Fig. 1: run 1, cell area per tile
Bar = 50 um. The die is cut into 18 by 19 equal tiles; white is low, dark blue is high, 0 to 100% covered.
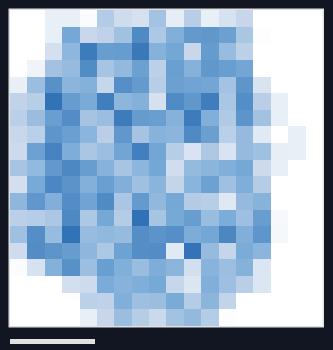
Fig. 2: run 1, cell outlines without signal wires
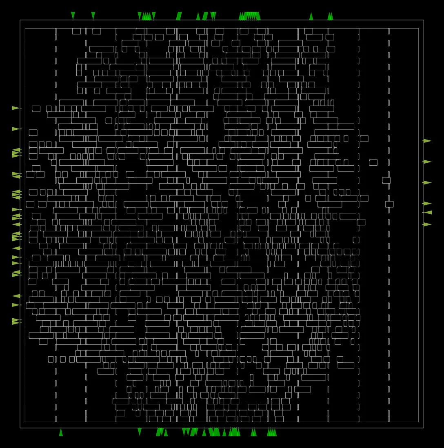
Fig. 3: run 1, supply network
Bar = 50 um. Pins as bars on the die edge. Tap cells in grey.
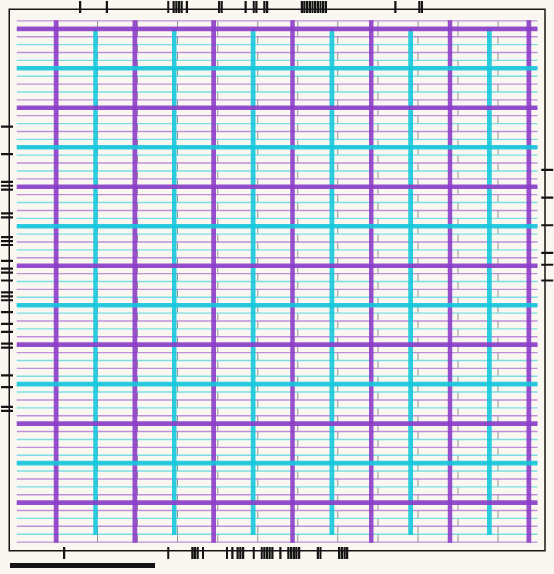
$ cat config.mk
export PLATFORM = sky130hd
export DESIGN_NAME = version_read_arbiter
export DESIGN_NICKNAME = d
export VERILOG_FILES = /design/src/rtl/version_read_arbiter.sv
export SDC_FILE = /design/constraint.sdc
export NUM_CORES = 1
export LEC_CHECK = 0
export CAP_MARGIN = 10
export CELL_PAD_IN_SITES_DETAIL_PLACEMENT = 1
export CELL_PAD_IN_SITES_GLOBAL_PLACEMENT = 1
export CORE_AREA = 2 2 182 184
export DETAILED_ROUTE_END_ITERATION = 7
export DIE_AREA = 0 0 184 186
export PLACE_DENSITY = 0.57
export SYNTH_ARGS = -nofsm -noshare
export SYNTH_HDL_FRONTEND = slang
export SYNTH_SLANG_ARGS = --single-unit
export TNS_END_PERCENT = 20
$ cat constraint.sdc
create_clock -name i_clk -period 9.8 [get_ports i_clk]
set_input_delay 1.96 -clock i_clk [delete_from_list [all_inputs] [get_ports i_clk]]
set_output_delay 1.96 -clock i_clk [all_outputs]
set_load 0.05 [all_outputs]
$ cat src/rtl/version_read_arbiter.sv
// version_read_arbiter: multi-version store with one writer and round-robin readers on one lookup path.
// Define VERSION_READ_ARBITER_STATS_EN to add hit/miss/reject counters.
module version_read_arbiter #(
    parameter int DATA_WIDTH    = 32,
    parameter int VERSION_WIDTH = 4,
    parameter int VERSION_NUM   = 4,
    parameter int REQ_NUM       = 2,
    localparam int ID_W         = (REQ_NUM > 1) ? $clog2(REQ_NUM) : 1
) (
    input  logic                             i_clk,
    input  logic                             i_rstN,
    input  logic                             i_wrValid,
    input  logic [VERSION_WIDTH-1:0]         i_wrVersion,
    input  logic [DATA_WIDTH-1:0]            i_wrData,
    output logic                             o_wrReady,
    output logic                             o_wrErr,
    input  logic [REQ_NUM-1:0]               i_reqValid,
    input  logic [REQ_NUM*VERSION_WIDTH-1:0] i_reqVersion,
    output logic [REQ_NUM-1:0]               o_reqReady,
    output logic                             o_rspValid,
    input  logic                             i_rspReady,
    output logic [ID_W-1:0]                  o_rspId,
    output logic                             o_rspHit,
    output logic [DATA_WIDTH-1:0]            o_rspData
`ifdef VERSION_READ_ARBITER_STATS_EN
    ,
    output logic [31:0]                      o_hitCount,
    output logic [31:0]                      o_missCount,
    output logic [15:0]                      o_rejCount
`endif
);
    localparam int SLOT_W = (VERSION_NUM > 1) ? $clog2(VERSION_NUM) : 1;
    typedef enum logic [1:0] {IDLE, LOOKUP, RESP} state_t;
    state_t r_state, w_nextState;
    logic                     r_valid [VERSION_NUM];
    logic [VERSION_WIDTH-1:0] r_ver   [VERSION_NUM];
    logic [DATA_WIDTH-1:0]    r_data  [VERSION_NUM];
    logic [VERSION_WIDTH-1:0] w_reqVer [REQ_NUM];
    logic [VERSION_WIDTH-1:0] r_lastVer, r_reqVer, w_bestVer;
    logic                     r_lastVerValid, r_lastWasWrite;
    logic [ID_W-1:0]          r_rrPtr, r_reqId, w_gntId, w_idx;
    logic                     w_wrElig, w_wrOk, w_gntFound, w_readGo, w_tgtFound, w_hit;
    logic [SLOT_W-1:0]        w_tgt;
    logic [DATA_WIDTH-1:0]    w_hitData;

    for (genvar g = 0; g < REQ_NUM; g++) begin : g_unpack
        assign w_reqVer[g] = i_reqVersion[g*VERSION_WIDTH +: VERSION_WIDTH];
    end

    // A write is held off only to give a waiting reader its turn after a write.
    always_comb begin
        w_wrElig   = (r_state == IDLE) && i_wrValid && !((|i_reqValid) && r_lastWasWrite);
        w_wrOk     = w_wrElig && (!r_lastVerValid || i_wrVersion > r_lastVer);
        w_gntFound = 1'b0;
        w_gntId    = '0;
        w_idx      = '0;
        for (int k = REQ_NUM - 1; k >= 0; k--) begin
            w_idx = ID_W'((int'(r_rrPtr) + k) % REQ_NUM);
            if (i_reqValid[w_idx]) begin
                w_gntFound = 1'b1;
                w_gntId    = w_idx;
            end
        end
        w_readGo   = (r_state == IDLE) && !w_wrElig && w_gntFound;
        o_reqReady = '0;
        if (w_readGo) o_reqReady[w_gntId] = 1'b1;
        o_wrReady  = w_wrElig;
        o_wrErr    = w_wrElig && !w_wrOk;
    end

    // Fill the lowest free slot; when full, evict the oldest (smallest) version.
    always_comb begin
        w_tgt      = '0;
        w_tgtFound = 1'b0;
        for (int s = VERSION_NUM - 1; s >= 0; s--) begin
            if (!r_valid[s]) begin
                w_tgtFound = 1'b1;
                w_tgt      = SLOT_W'(s);
            end
        end
        if (!w_tgtFound) begin
            for (int s = 1; s < VERSION_NUM; s++) begin
                if (r_ver[s] < r_ver[w_tgt]) w_tgt = SLOT_W'(s);
            end
        end
    end

    always_comb begin
        w_hit     = 1'b0;
        w_hitData = '0;
        w_bestVer = '0;
        for (int s = 0; s < VERSION_NUM; s++) begin
            if (r_valid[s] && r_ver[s] <= r_reqVer && (!w_hit || r_ver[s] > w_bestVer)) begin
                w_hit     = 1'b1;
                w_bestVer = r_ver[s];
                w_hitData = r_data[s];
            end
        end
    end

    always_comb begin
        w_nextState = r_state;
        case (r_state)
            IDLE:    if (w_readGo) w_nextState = LOOKUP;
            LOOKUP:  w_nextState = RESP;
            RESP:    if (i_rspReady) w_nextState = IDLE;
            default: w_nextState = IDLE;
        endcase
    end

    always_ff @(posedge i_clk) begin
        if (!i_rstN) begin
            r_state        <= IDLE;
            r_lastVer      <= '0;
            r_lastVerValid <= 1'b0;
            r_lastWasWrite <= 1'b0;
            r_rrPtr        <= '0;
            r_reqId        <= '0;
            r_reqVer       <= '0;
            o_rspValid     <= 1'b0;
            o_rspId        <= '0;
            o_rspHit       <= 1'b0;
            o_rspData      <= '0;
            for (int s = 0; s < VERSION_NUM; s++) begin
                r_valid[s] <= 1'b0;
                r_ver[s]   <= '0;
                r_data[s]  <= '0;
            end
        end else begin
            r_state <= w_nextState;
            if (w_wrOk) begin
                r_valid[w_tgt] <= 1'b1;
                r_ver[w_tgt]   <= i_wrVersion;
                r_data[w_tgt]  <= i_wrData;
                r_lastVer      <= i_wrVersion;
                r_lastVerValid <= 1'b1;
            end
            if (w_wrElig) r_lastWasWrite <= 1'b1;
            if (w_readGo) begin
                r_reqVer       <= w_reqVer[w_gntId];
                r_reqId        <= w_gntId;
                r_rrPtr        <= (w_gntId == ID_W'(REQ_NUM - 1)) ? '0 : w_gntId + 1'b1;
                r_lastWasWrite <= 1'b0;
            end
            if (r_state == LOOKUP) begin
                o_rspValid <= 1'b1;
                o_rspHit   <= w_hit;
                o_rspData  <= w_hitData;
                o_rspId    <= r_reqId;
            end else if (r_state == RESP && i_rspReady) begin
                o_rspValid <= 1'b0;
            end
        end
    end

`ifdef VERSION_READ_ARBITER_STATS_EN
    always_ff @(posedge i_clk) begin
        if (!i_rstN) begin
            o_hitCount  <= '0;
            o_missCount <= '0;
            o_rejCount  <= '0;
        end else begin
            if (r_state == LOOKUP && w_hit && !(&o_hitCount)) o_hitCount <= o_hitCount + 1'b1;
            if (r_state == LOOKUP && !w_hit && !(&o_missCount)) o_missCount <= o_missCount + 1'b1;
            if (o_wrErr && !(&o_rejCount)) o_rejCount <= o_rejCount + 1'b1;
        end
    end
`endif
endmodule

==> ci_impl_report.md, run 1 <==
### Metrics collected by this job

| Metric | Value |
|---|---|
| Setup TNS | 0 ns |
| Clk sinks | ~200 |
| Primary FF master, synth | edfxtp_1 |
| Post-layout nets | 1004 |
| Status | complete, no violations |
| CP startpoint kind | flip-flop |
| Root buf cell | clkbuf_16 |
| Crit Reg-Reg Endpoint | r_data[0][11] |
| Top Metal Used | met4 |
| Layout cell share with drive strength beyond 1 | 0.0756 |
| Floorplan Utilization | 0.296 |
| Synth top cell by count | and2_1 |
| Avg Inst Size Synth | roughly 11 um^2 |
| Ys cells | 843 |
| Reg2Reg Depth | 28 |
| Leakage | ~0.0042 uW |
| Post-Syn Instances | around 840 |
| Placed insts | roughly 1300 |
| CTS tree | built |
| And+or+nand+nor area frac | 0.158 |
| CP bufs+invs | 3 |
| R2r setup slk | approximately 1.7 ns |
| Crit path kind | reg2reg |
| Worst setup EP type | flip-flop |
| Max Freq | 123 MHz |
| Aoi share | 0.173 |
| Final GP Congestion | 0.810 |
| Final hold slack | 0.454 ns |
| MUX area fraction | 0.0180 |
| Worst-path clk slew | 0.08 ns |
| Via density per instance | 5.16 |
| Metal2 WL | approximately 13 mm |
| Final HPWL DP | 16.9 mm |
| MI comb area | 3920 um^2 |
| Port Buffers | 88 |
| Post-synth seq share | 0.566 |
| Met3 Routed Length | a little under 900 um |
| Worst Hold End | r_lastVer[3] |
| Finished Core Util | 0.357 |
| Yosys reg bits | roughly 200 |
| Post-synth design cell area | 9540 um^2 |
| Final setup fails | 0 |
| Met3 usage | 0.0202 |
| Slew margin rel. | 0.247 |
| Global-route wire length before repair | about 43 mm |
| Drt total wl | 27.5 mm |
| Die Y | 186 um |
| Post-Synthesis Net Count | between 900 and 1000 |
| Slew Viols, Final | 0 |
| Hold Path Class | reg2reg |
| Worst Min Path Start | r_lastVer[3] |
| Final setup margin | 1.67 ns |
| Post-synth top area cell | edfxtp_1 |
| Max FO, Critical Path | 38 |
| Cells resized by post-CTS repair | 0 |
| Worst EP arrival | 8.32 ns |
| Met1 usage | 0.221 |
| Cell family with most CP delay | AND-OR/OR-AND gates |
| Cell repeated most along the worst path | a21oi_1 |
| Drc violations | 0 |
| Comb pwr share | 0.221 |
| Flip-flops with a built-in enable | 145 |
| Fin area | 11500 um^2 |
| GRT Resource Usage Total | 0.166 |
| CTS H-tree lvls | 4 |
| Horiz. Die Dim | between 150 and 200 um |
| GR Util met2 | 0.284 |
| Switching Fraction | 0.315 |
| Post-synth top area share | 0.456 |
| Distinct cell type count of the synthesized netlist | 46 |
| Vias in the first global route | 7241 |
| Top cells by count | 147 x and2_1, 145 x edfxtp_1, 59 x nand2_1 |
| Register Area | between 5000 and 6000 um^2 |
| Clock power frac | 0.320 |
| GRT overflow | 0 |
| Adder Share, Synth | 0.0538 |
| Crit. Startpoint | r_valid[0] |
| Initial DRC count | between 300 and 400 |
| Hold Path Stages | 1 |
| Yosys chip area | 9540 um^2 |
| Min Clock Period, post-route | 8.13 ns |
About Fig. 1:
mean over tiles	32%
nearly empty tiles	23%
fullest tile	74%

About Fig. 2:
core area: 32200 um^2
number of tapcells: 408
# fillers: 3528
Final Non-Filler Cells: 1334
Rows: 66

About Fig. 3:
net	colour
VDD	cyan
VSS	purple
met4 straps	13
tap cells	408
met5 straps	13

[run 1: flip-flops by register name, summed over array words and instances, names as in the netlist, 2 cells and up]
signal,count
r_reqVer,4
r_state,2
r_data,128
r_ver,16
o_rspData,32
r_lastVer,4
r_valid,4
[run 1: power by group through the flow]
stage	registers [uW]	logic, uW	clock network, uW
3_5_place_dp	1030	488	0
5_1_grt	1010	533	747
2_1_floorplan	1060	268	0
6_report	1010	486	703
4_1_cts	1010	491	715
3_3_place_gp	1030	485	0
[run 1: cell type report]
| type | count | area share |
|---|---|---|
| repair buffers | 104 | 0.0867 |
| flip-flops and latches | 197 | 0.470 |
| clock buffers | 19 | 0.0386 |
| multi-input cells | 573 | 0.342 |
| well taps | 408 | 0.0445 |
| clock inverters | 13 | 0.0123 |
| inverters | 20 | 0.00654 |
Fig. 4: run 1, where the registers sit
Bar = 50 um.
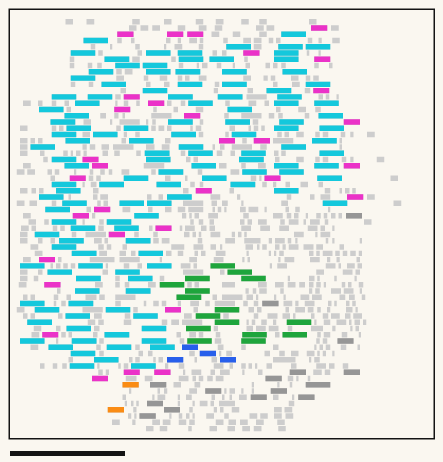

==> run 2, diff against run 1 <==
==> constraint.sdc (replaced) <==
create_clock -name i_clk -period 8.45 [get_ports i_clk]
set_input_delay 1.69 -clock i_clk [delete_from_list [all_inputs] [get_ports i_clk]]
set_output_delay 1.69 -clock i_clk [all_outputs]
set_load 0.05 [all_outputs]
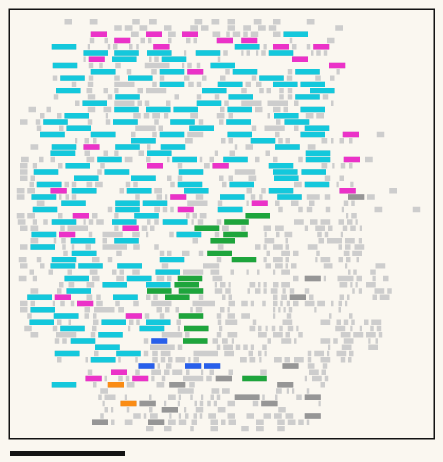
Fig. 5. Where the registers sit (run 2).
Bar = 50 um.
signal	colour	sequential cells
`r_state`	orange	2
`r_lastVer`	blue	4
`r_ver`	green	16
`o_rspData`	magenta	32
`r_data`	cyan	128
not coloured	15

==> ci_impl_report.md, run 2 <==
### Metrics collected by this job

| Metric | Value |
|---|---|
| Top cells by area | edfxtp_1 46%, dfxtp_1 11%, and2_1 9.6% |
| Routed wire per std cell | 20.7 um |
| Hold Path Class | reg2reg |
| Min Clock Period, post-route | 7.31 ns |
| Worst-path clk slew | 0.07 ns |
| Fin area | 11500 um^2 |
| Vias in the first global route | approximately 7100 |
| Crit path kind | reg2reg |
| Cells resized by post-CTS repair | 0 |
| MI comb area | 3920 um^2 |
| Yosys chip area | 9540 um^2 |
| Top Metal Used | met4 |
| Leakage | 0.00423 uW |
| Crit. Startpoint | r_valid[3] |
| Met3 usage | 0.0243 |
| Floorplan Utilization | 0.296 |
| Setup TNS | 0 ns |
| Post-synth top area share | 0.456 |
| Post-Synthesis Net Count | 934 |
| Largest net degree at the start of global routing | 43 |
| Distinct cell type count of the synthesized netlist | roughly 46 |
| Root buf cell | clkbuf_16 |
| Layout cell share with drive strength beyond 1 | 0.0724 |
| Final Non-Filler Cells | 1334 |
| Core area | 32200 um^2 |
| Met1 usage | 0.218 |
| Port Buffers | 88 |
| Met3 Routed Length | 719 um |
| Crit Reg-Reg Endpoint | r_data[0][21] |
| Avg Inst Size Synth | between 10 and 15 um^2 |
| Final hold slack | 0.457 ns |
| GRT Resource Usage Total | 0.168 |
| Rows | 66 |
| Final setup fails | 0 |
| Top cells by count | 147 x and2_1, 145 x edfxtp_1, 59 x nand2_1 |
| Post-synth top area cell | edfxtp_1 |
| Primary FF master, synth | edfxtp_1 |
| Max-cap violations | 0 |
| Final HPWL DP | 17.7 mm |
| Reg2Reg Depth | 29 |
| CTS H-tree lvls | 4 |
| R2r setup slk | approximately 1.1 ns |
| Post-synth seq share | 0.566 |
| WP data required | 8.60 ns |
| Cell family with most CP delay | AND-OR/OR-AND gates |
| Post-Syn Instances | 843 |
| Drc violations | 0 |
| Max reg flops | 128 |
| # fillers | roughly 3500 |
| CTS tree | built |
| Ys cells | 843 |
| Global-route wire length before repair | 42.7 mm |
| Slew Viols, Final | 0 |
| Max Freq | 137 MHz |
| Max FO, Critical Path | 38 |
| Horiz. Die Dim | approximately 180 um |
| Synth top cell by count | and2_1 |
| Worst setup EP type | flip-flop |
| Finished Core Util | 0.358 |
| CP startpoint kind | flip-flop |
| Final GP Congestion | 0.888 |
| GR Util met2 | 0.290 |
| Clk sinks | approximately 200 |
| Metal2 WL | 13.5 mm |
| Flip-flops with a built-in enable | around 150 |
| Final setup margin | 1.14 ns |
| Top flop regs | r_data (128), o_rspData (32), r_ver (16) |
| Post-layout nets | around 1000 |
| Die Y | 186 um |
| Yosys reg bits | 197 |
| CP bufs+invs | 4 |
| Worst Hold End | r_lastVer[3] |
| Post-synth design cell area | approximately 9500 um^2 |
| Status | complete, no violations |
| Via density per instance | 5.15 |
| Slew margin rel. | 0.426 |
| Register Area | between 5000 and 6000 um^2 |
| Drt total wl | 27.6 mm |
| GRT overflow | 0 |
| Initial DRC count | between 400 and 500 |
| Worst EP arrival | 7.47 ns |
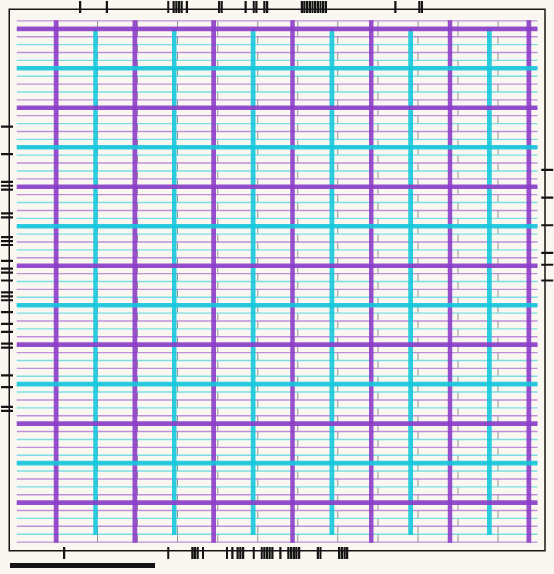
Fig. 6. Supply network (run 2).
Bar = 50 um. Pins as bars on the die edge. Tap cells in grey.
net	colour
VDD	cyan
VSS	purple
tap cells	408
met5 straps	13
signal pins	89
met1 rails	67

[run 2: cell counts after synthesis]
No cell type changed its count.
[run 2: logic make-up after synthesis]
logic type | share of synthesized area
flops | 0.566
mux | 0.0180
simple gates | 0.158
buf+inv | 0.0323
compound gates | 0.173
fa+ha+maj | 0.0538
[run 2: layout make-up]
| cell class | instances | share of cell area |
|---|---|---|
| clock buffer | 21 | 0.0382 |
| clock inverter | 11 | 0.0153 |
| inverter | 20 | 0.00650 |
| multi-input combinational | 573 | 0.340 |
| sequential | 197 | 0.467 |
| tap | 408 | 0.0442 |
| timing repair buffer | 104 | 0.0885 |
[run 2: power breakdown]
part,switching [uW],total (uW),internal (uW)
clock,371,870,499
sequential,48.6,1170,1120
combinational,355,555,200
Fig. 7: run 2, cell area per tile
Bar = 50 um. The die is cut into 18 by 19 equal tiles; white is low, dark blue is high, 0 to 100% covered.
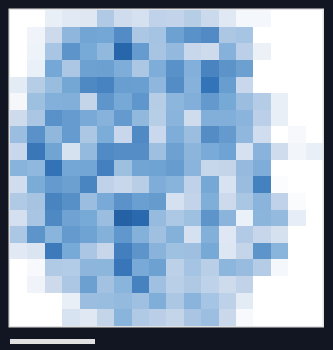

==> run 3, diff against run 2 <==
--- a/config.mk
+++ b/config.mk
@@ -8,10 +8,10 @@
 export CAP_MARGIN = 10
 export CELL_PAD_IN_SITES_DETAIL_PLACEMENT = 1
 export CELL_PAD_IN_SITES_GLOBAL_PLACEMENT = 1
-export CORE_AREA = 2 2 182 184
+export CORE_AREA = 2 2 158 160
 export DETAILED_ROUTE_END_ITERATION = 7
-export DIE_AREA = 0 0 184 186
-export PLACE_DENSITY = 0.57
+export DIE_AREA = 0 0 160 162
+export PLACE_DENSITY = 0.72
 export SYNTH_ARGS = -nofsm -noshare
 export SYNTH_HDL_FRONTEND = slang
 export SYNTH_SLANG_ARGS = --single-unit
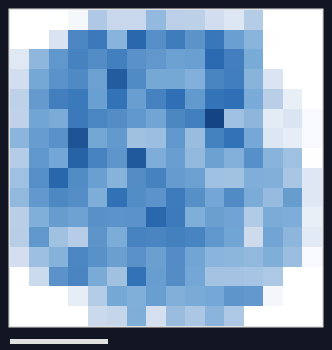
Fig. 8. Cell area per tile (run 3).
Bar = 50 um. The die is cut into 16 by 16 equal tiles; white is low, dark blue is high, 0 to 100% covered.
nearly empty tiles	13%
tiles over 75% full	3.5%
fullest tile	92%
mean over tiles	43%

==> ci_impl_report.md, run 3 <==
### Metrics collected by this job

| Metric | Value |
|---|---|
| Max FO, Critical Path | 27 |
| Synth top cell by count | and2_1 |
| Final hold slack | 0.466 ns |
| Worst-path clk slew | 0.07 ns |
| Initial antenna violation count | 0 |
| Post-layout nets | 1005 |
| Finished Core Util | 0.474 |
| Non-clk invs | 20 |
| Avg Inst Size Synth | 11.3 um^2 |
| Worst EP arrival | 8.00 ns |
| Hold Path Class | reg2reg |
| R2r setup slk | approximately 0.8 ns |
| Die Y | 162 um |
| Max-cap violations | 0 |
| Number of tapcells | between 300 and 400 |
| Clk cell area share | 0.0520 |
| Layout cell share with drive strength beyond 1 | 0.0755 |
| Reg-to-Reg Start | r_ver[0][1] |
| Routed wire per std cell | 21.3 um |
| Max reg flops | 128 |
| Multi-input gates | 573 |
| Post-Route M1 WL | ~11 mm |
| Post-DP Area | 10800 um^2 |
| Power Dens Cells | 224 nW/um^2 |
| Final-layout clock buffer total | 18 |
| Clk sinks | 197 |
| Hold Path Stages | 1 |
| Core area | 24100 um^2 |
| Final Non-Filler Cells | 1251 |
| CP bufs+invs | 3 |
| Primary FF master, synth | edfxtp_1 |
| Final setup fails | 0 |
| Post-synth top area share | 0.456 |
| Crit. Startpoint | r_ver[0][1] |
| Cell family with most CP delay | AND-OR/OR-AND gates |
| Flip-flops | 197 |
| Plain + repair buffers | 105 |
| Worst Min Path Start | r_lastVer[1] |
| Crit path kind | reg2reg |
| Met3 usage | 0.0324 |
| Final GP Congestion | approximately 0.86 |
| Via density per instance | 5.54 |
| Setup TNS | 0 ns |
| Buffering overhead | 0.0901 |
| Post-synth design cell area | 9540 um^2 |
| Initial DRC count | 364 |
| Tcrit/Tclk final | 0.906 |
| Flop share of the area | 0.472 |
| Post-Synthesis Net Count | 934 |
| Port Buffers | 88 |
| Flip-flops with a built-in enable | approximately 150 |
| Cells resized by post-CTS repair | 0 |
| Top cells by area | edfxtp_1 46%, dfxtp_1 11%, and2_1 9.6% |
| Top flop regs | r_data (128), o_rspData (32), r_ver (16) |
| Yosys reg bits | 197 |
| Final hold vios | 0 |
| Fraction of area in multi-input gates | 0.343 |
| Met1 usage | 0.251 |
| Largest net degree at the start of global routing | 43 |
| Vias in the first global route | 7321 |
| Register Area | 5400 um^2 |
| Drt total wl | 26.7 mm |
| Rows | 57 |
| GRT Resource Usage Total | 0.208 |
| Crit Reg-Reg Endpoint | o_rspData[12] |
| CP startpoint kind | flip-flop |
| Yosys chip area | 9540 um^2 |
| Critical path destination | o_rspData[12] |
| Floorplan Utilization | 0.396 |
| CTS H-tree lvls | 4 |
| Drc violations | 0 |
| Status | complete, no violations |
| Worst Hold End | r_lastVer[1] |
| Max Freq | ~130 MHz |
| Fin area | 11400 um^2 |
| Final HPWL DP | ~17 mm |
| Drt first pass iters | 5 |
| WP data required | 8.80 ns |
| Slew Viols, Final | 0 |
| Leakage | 0.00424 uW |
| Worst setup EP type | flip-flop |
| Top Metal Used | met4 |
| CTS tree | built |
| Largest register by flop count | r_data |
| Slew margin rel. | 0.238 |
| Min Clock Period, post-route | ~7.7 ns |
| Post-synth seq share | 0.566 |
| Synth Warn # | 0 |
| Top cells by count | 147 x and2_1, 145 x edfxtp_1, 59 x nand2_1 |
| Horiz. Die Dim | 160 um |
| Root buf cell | clkbuf_16 |
| Reg2Reg Depth | 32 |
| Met3 Routed Length | ~950 um |
| GRT overflow | 0 |
| N_diodes | 0 |
| Global-route wire length before repair | 41.4 mm |
| Largest area class, layout | registers |
| Post-Syn Instances | ~840 |
| # fillers | 2648 |
| Peak VDD IR | 154 uV |
| Placed insts | 1219 |
| Ys cells | 843 |
| Post-route ant nets | 0 |
| MI comb area | 3920 um^2 |
| Distinct cell type count of the synthesized netlist | 46 |
| Metal2 WL | approximately 14 mm |
| Post-synth top area cell | edfxtp_1 |
| GR Util met2 | 0.381 |
| Die area | about 26000 um^2 |
| Most used logic cell in the final layout | and2_1 |
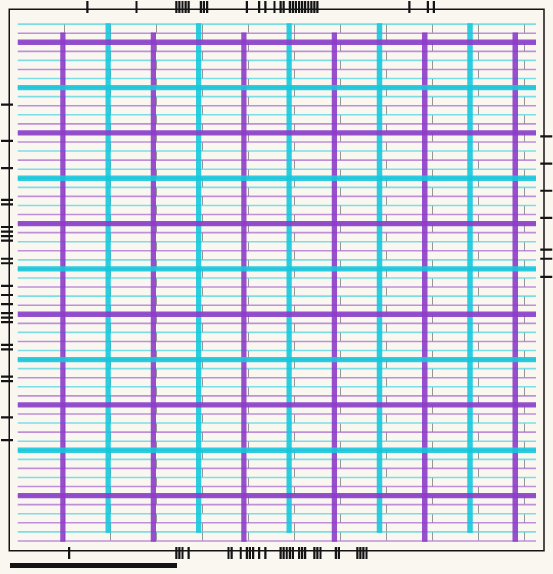
Fig. 9. Supply network (run 3).
Bar = 50 um. Pins as bars on the die edge. Tap cells in grey.
net	colour
VSS	purple
VDD	cyan
signal pins	89
met4 straps	11
met5 straps	11

run 3: cell counts after synthesis:
Identical to the previous run, type by type.
run 3: power by group:
part	switching (uW)	leakage [uW]	internal, uW	total [uW]
Combinational	359	0.00203	203	562
Sequential	49.1	0.00192	1120	1170
Clock	382	0.000291	447	829
Total	791	0.00424	1770	2560
run 3: cells by family after synthesis:
group,after synthesis,synth area share
fa+ha+maj,41,0.0538
buf+inv,73,0.0323
simple gates,279,0.158
flops,197,0.566
compound gates,237,0.173
mux,16,0.0180
run 3: through the flow:
stage               total power [uW]  setup WS (ns)
floorplan                       1540           1.15
global placement                1730           1.30
detailed placement              1750          0.845
CTS                             2570          0.793
global route                    2670          0.323
finish                          2560          0.798
Power figures rest on the tool's default switching activity, not on a simulated workload.
